==> config.mk <==
export PLATFORM = sky130hd
export DESIGN_NAME = gemv_tile_sched
export DESIGN_NICKNAME = d
export VERILOG_FILES = /design/src/rtl/npu_ctrl_pkg.sv /design/src/rtl/gemv_tile_sched.sv
export SDC_FILE = /design/constraint.sdc
export NUM_CORES = 1
export LEC_CHECK = 0
export CAP_MARGIN = 10
export CORE_ASPECT_RATIO = 0.6
export CORE_MARGIN = 1.5
export CORE_UTILIZATION = 39
export CTS_BUF_LIST = sky130_fd_sc_hd__clkbuf_4 sky130_fd_sc_hd__clkbuf_8
export DETAILED_ROUTE_END_ITERATION = 10
export PLACE_DENSITY = 0.63
export SETUP_SLACK_MARGIN = 0.5
export SLEW_MARGIN = 30
export SYNTH_ARGS = -nofsm -noshare
export SYNTH_HDL_FRONTEND = slang
export SYNTH_SLANG_ARGS = --single-unit
==> constraint.sdc <==
create_clock -name clk -period 3.39 [get_ports clk]
set_input_delay 0.5085 -clock clk [delete_from_list [all_inputs] [get_ports clk]]
set_output_delay 0.5085 -clock clk [all_outputs]
set_load 0.01 [all_outputs]
==> run_1/met3.png <==
Bar = 20 um.
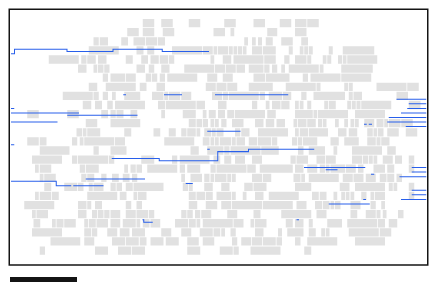
longest straight run = 21.6 um
main direction = horizontal
wire length on this layer = 390 um
nets with wire on the layer = 33
share of all routed wire = 4.0%
met3 Use GR: 4.21%
drt total wl: 9.78 mm
total number of vias: 3264

==> run_1/final_congestion.png <==
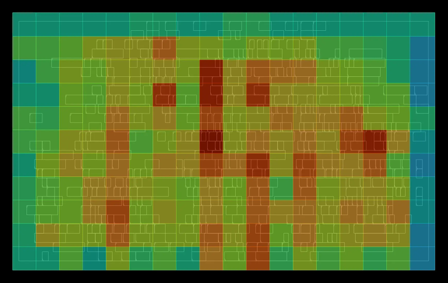
average wire length per cell after detail routing: 16.2 um
layer with the highest usage after global routing: met2

==> run_1/density.png <==
12 x 8 tiles, from white (low) to dark blue (high), 0 to 100% covered.
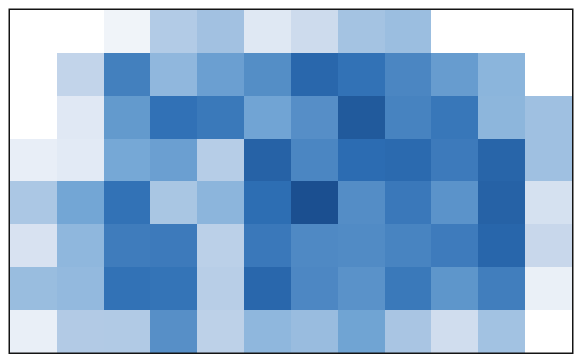
emptiest ninth of the die = north-west
nearly empty tiles = 9.4%
mean over tiles = 46%
final standard cell utilization of the core: 52.9%
Floorplan Utilization: 40.5%

==> run_1/met1.png <==
Bar = 20 um.
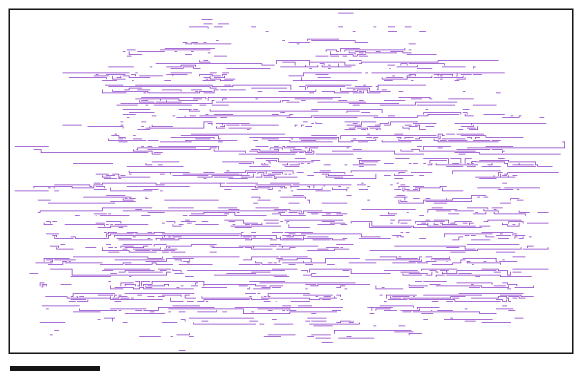
share of all routed wire = 51%
longest straight run = 36.3 um
global-route track usage on met1: 30.8%

==> run notes, run 1 <==
Status on the layout run. After synthesis, the design contains 417 cells according to Yosys. In this run the number of cells on the critical path is 11. Per the run report, area growth between synthesis and finish was 30.7%. The region available for standard cell placement spans 8560 um2. Setup violations remaining at the end of the flow were counted as 0.

At the worst endpoint, the arrival time is 2.53 ns. Setup repair after global routing could not meet its margin everywhere. Critical-path maximum fanout landed at 7. Number of pins exceeding their max-slew limit in the final report landed at 0. Maximum buffer depth of the clock tree landed at 2.

Number of detailed-routing iterations run before antenna repair landed at 4. Post-synthesis cell count landed at around 420. Per the synth stats, the proportion of register bits with asynchronous set or reset is 100%.

The power report shows net switching accounting for approximately 44% of the total. The final report gives the standard cell area, fillers excluded, as 4530 um2. Total standard cell area after synthesis landed at 3460 um2. The flow ran to the end, and the final reports show no timing, DRC or antenna violations. Global routing finished with a remaining overflow of 0. Ranked by total cell area, the synthesized netlist is headed by sky130_fd_sc_hd__dfrtp_1, sky130_fd_sc_hd__nand2_1, sky130_fd_sc_hd__xnor2_1. The synthesis report lists the Yosys warning total as 0.

The share of total power dissipated in the clock network is 13.5%. Per the OpenROAD power report, leakage power amounts to 0.00197 uW. Global router's overall resource usage landed at a little over a fifth. Post-synthesis cell type count landed at 53.
## run 1: logic make-up after synthesis
kind of cell	share of synthesized area [%]
AND-OR/OR-AND	15.7
XOR/XNOR	6.07
adder cells (fa/ha/maj)	2.09
buffers and inverters	5.89
flip-flops	37.6
multiplexers	4.08
AND/OR/NAND/NOR	28.6
## run 1: metal layers
metal	vias to the layer above	global-route usage, %
met4	0	4.83
met3	10	4.21
met5	-	0
li1	1616	-
met1	1584	30.8
met2	54	31.2
## run 1: per-stage QoR
stage / worst slack [ns] / hold slack, ns / cells / power [uW]
4_1_cts: 0.389 / 0.223 / 601 / 2840
3_5_place_dp: 0.142 / 0.503 / 576 / 2250
2_1_floorplan: 0.576 / 0.213 / 417 / 1820
6_report: 0.350 / 0.196 / 605 / 2940
3_3_place_gp: 0.220 / 0.488 / 576 / 2200
5_1_grt: 0.223 / 0.248 / 605 / 3150
## run 1: layout make-up
type,instances,area (um2)
Clock buffer,6,82.6
Clock inverter,2,13.8
Fill cell,824,4030
Inverter,20,75.1
Multi-Input combinational cell,321,2090
Sequential cell,52,1310
Tap cell,112,140
Timing Repair Buffer,92,825
## run 1: timing repair
| action | 4_1_cts | 5_1_grt |
|---|---|---|
| buffers inserted | 16 | 4 |
| hold buffers | 0 | 0 |
| setup endpoints to repair | 35 | 36 |
| gates cloned | 1 | 0 |
| pin swaps | 22 | 5 |
| resized | 133 | 30 |
## run 1: power by group through the flow
stage / clock, uW / combinational (uW) / sequential, uW
after floorplan: 0 / 935 / 880
after global placement: 0 / 1250 / 947
after detailed placement: 0 / 1300 / 950
after CTS: 402 / 1510 / 934
after global routing: 428 / 1750 / 965
final: 397 / 1600 / 944
## Run 2: what changed since run 1
--- a/config.mk
+++ b/config.mk
@@ -5,6 +5,7 @@
 export SDC_FILE = /design/constraint.sdc
 export NUM_CORES = 1
 export LEC_CHECK = 0
+export ABC_AREA = 1
 export CAP_MARGIN = 10
 export CORE_ASPECT_RATIO = 0.6
 export CORE_MARGIN = 1.5
==> run_2/met2.png <==
Bar = 50 um.
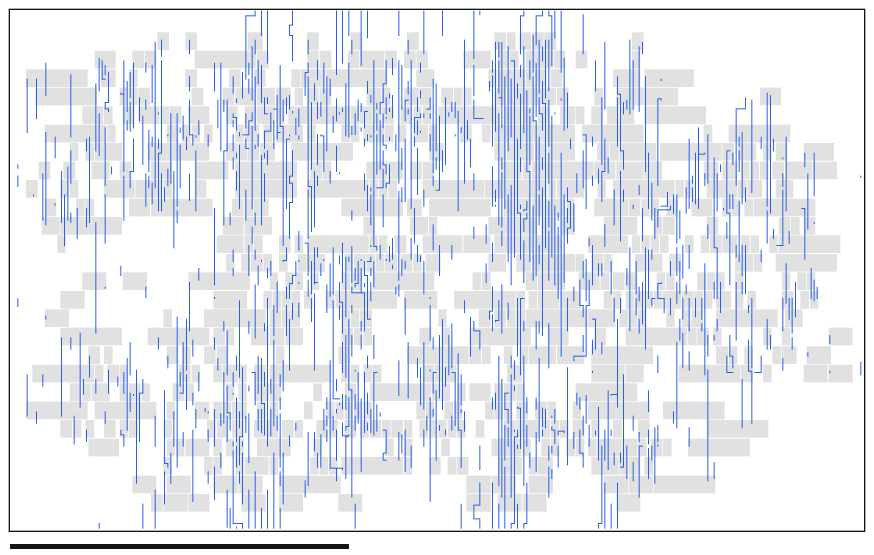
wire length on this layer = 4150 um
main direction = vertical
total number of vias: 3745
drt total wl: 10.5 mm
global routing met2 resource utilization: 28.8%

==> run_2/met1.png <==
Bar = 50 um.
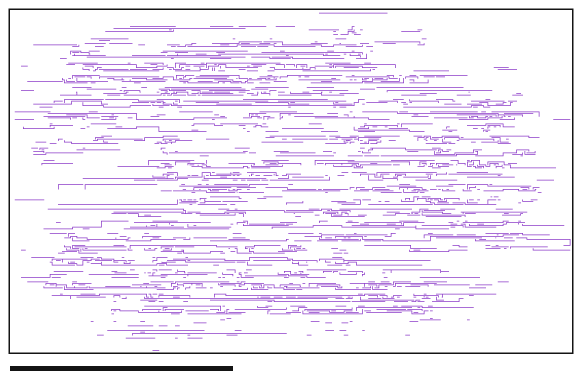
wire length on this layer = 5380 um
main direction = horizontal
share of all routed wire = 51%
nets with wire on the layer = 583
global-route track usage on met1: 33.8%

==> run_2/final_congestion.png <==
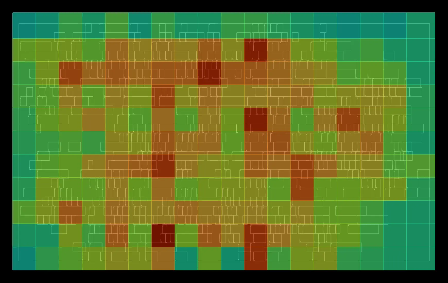
average wire length per cell after detail routing: 14.5 um
final standard cell utilization of the core: 53.8%
layer with the highest usage after global routing: met1

==> run 2 against run 1 <==
Against the previous run:
- first-iteration DRC count grew 92%
- critical path depth increased by 3
- area after synthesis is 1.8% higher
- hold slack better by 0.068 ns
- fmax is 8.0% higher
- final cell count rose by 19%
- worst setup slack better by 0.22 ns
- sequential share of layout area down 0.89 points
- clock power is 4% lower
- clock skew rose by 0.0027 ns
- critical path type unchanged
==> run notes, run 2 <==
Status on the layout run. The run finished with clean final reports. Setup repair after global routing could not meet its margin everywhere. The fraction of area in multi-input gates is 43.7% (-2.4 points). Floorplan-stage core utilization landed at 40.8% (+0.28 points).

The layout filler cell count came to 857 (+4.0%). The global route total overflow was 0 (unchanged). The synthesis warning total was 0 (unchanged). Sorting the synthesized cells by area gives the leading types as sky130_fd_sc_hd__dfrtp_1, sky130_fd_sc_hd__nand2_1, sky130_fd_sc_hd__nor2_1. Post-synthesis cell type count landed at 33 (-38%). Number of multi-input combinational cells in the layout landed at 398 (+24%). By area, logic gates come first. The maximum buffer depth of the clock tree is 2 (unchanged). The final-layout non-clock buffer area share was 18.6% (+0.37 points).

The core region area is 8650 um2 (+1.1%). The well-tap cell count came to 112 (unchanged). The number of detailed-routing iterations run before antenna repair was 7 (+3). Sequential cell area share landed at 27.9% (-0.89 points). Yosys reports that the leading cell type by area covers 36.9% of the netlist area.

Clock buffer instance count of the final layout landed at 6 (unchanged). The total standard cell area after synthesis was 3530 um2 (+1.8%). Fraction of synthesis flops using an asynchronous set or reset pin landed at 100% (unchanged). The number of global-route vias before repair was 3367. Post-synthesis cell count from yosys landed at 526 (+26%). The global router's overall resource usage was 21.0% (+0.19 points). Count of inverters not on the clock network in the layout landed at 60 (+200%). Final number of setup-violating endpoints landed at 0 (unchanged). The number of pins exceeding their max-slew limit in the final report was 0 (unchanged). The sequential cell area in the final layout came to 1300 um2 (-0.29%). Data arrival time of the critical path landed at 2.31 ns (-0.22 ns). The area of combinational cells with multiple inputs was 2030 um2 (-2.5%). Critical-path maximum fanout landed at 12 (+5). The clock network contribution to total cell area came to 1.99% (-0.14 points).

Flop count landed at 52 (unchanged).
[run 2: cell count changes in the layout (fill, tap and decap cells not counted), sizes merged, moves of 18 or more]
cell / previous run / this run
nand2: 66 / 145
nor2: 21 / 72
inv: 21 / 60
nand3: 20 / 48
buf: 59 / 35
o21ai: 19 / 42
and2: 18 / 0
clkbuf: 6 / 24
[run 2: power breakdown]
part	switching [uW]	leakage, uW	internal (uW)
clock	218	0.0000510	164
sequential	161	0.000672	770
combinational	1240	0.00144	913
total	1620	0.00217	1850
[run 2: logic make-up after synthesis]
group | count (synthesis) | share of synthesized area [%]
xor gates and xnor gates | 11 | 2.73
muxes | 2 | 0.638
adders and majority gates | 5 | 1.77
and+or+nand+nor | 301 | 36.8
buffers and inverters | 77 | 9.54
DFF | 52 | 36.9
AOI/OAI and AO/OA | 78 | 11.6
[run 2: stage by stage]
step | setup slack (ns) | area [um2] | power, uW | hold WS (ns) | std cells
floorplan | 1.13 | 3530 | 2060 | 0.213 | 526
global placement | 0.471 | 4210 | 2460 | 0.456 | 688
detailed placement | 0.425 | 4210 | 2480 | 0.471 | 688
CTS | 0.347 | 4430 | 2990 | 0.295 | 708
global route | 0.400 | 4660 | 3730 | 0.320 | 719
finish | 0.575 | 4660 | 3460 | 0.264 | 719
[run 2: repair_timing]
item                       in CTS  in global routing
resized                        50                103
hold endpoints to repair        0                  0
hold buffers                    0                  0
setup endpoints to repair      26                 50
pin swaps                       1                 10
buffers inserted               10                  7
cloned                          2                  4
[run 2: metal layers]
layer  vias to the layer above  global-route usage (%)  routed length (um)
li1                       1867                       -                   -
met1                      1717                    33.8                5380
met2                       152                    28.8                4150
met3                         9                    3.91                 861
met4                         0                    3.91                  66
met5                         -                       0                   0
No activity file was given, so power comes from the tool's default toggle rates.
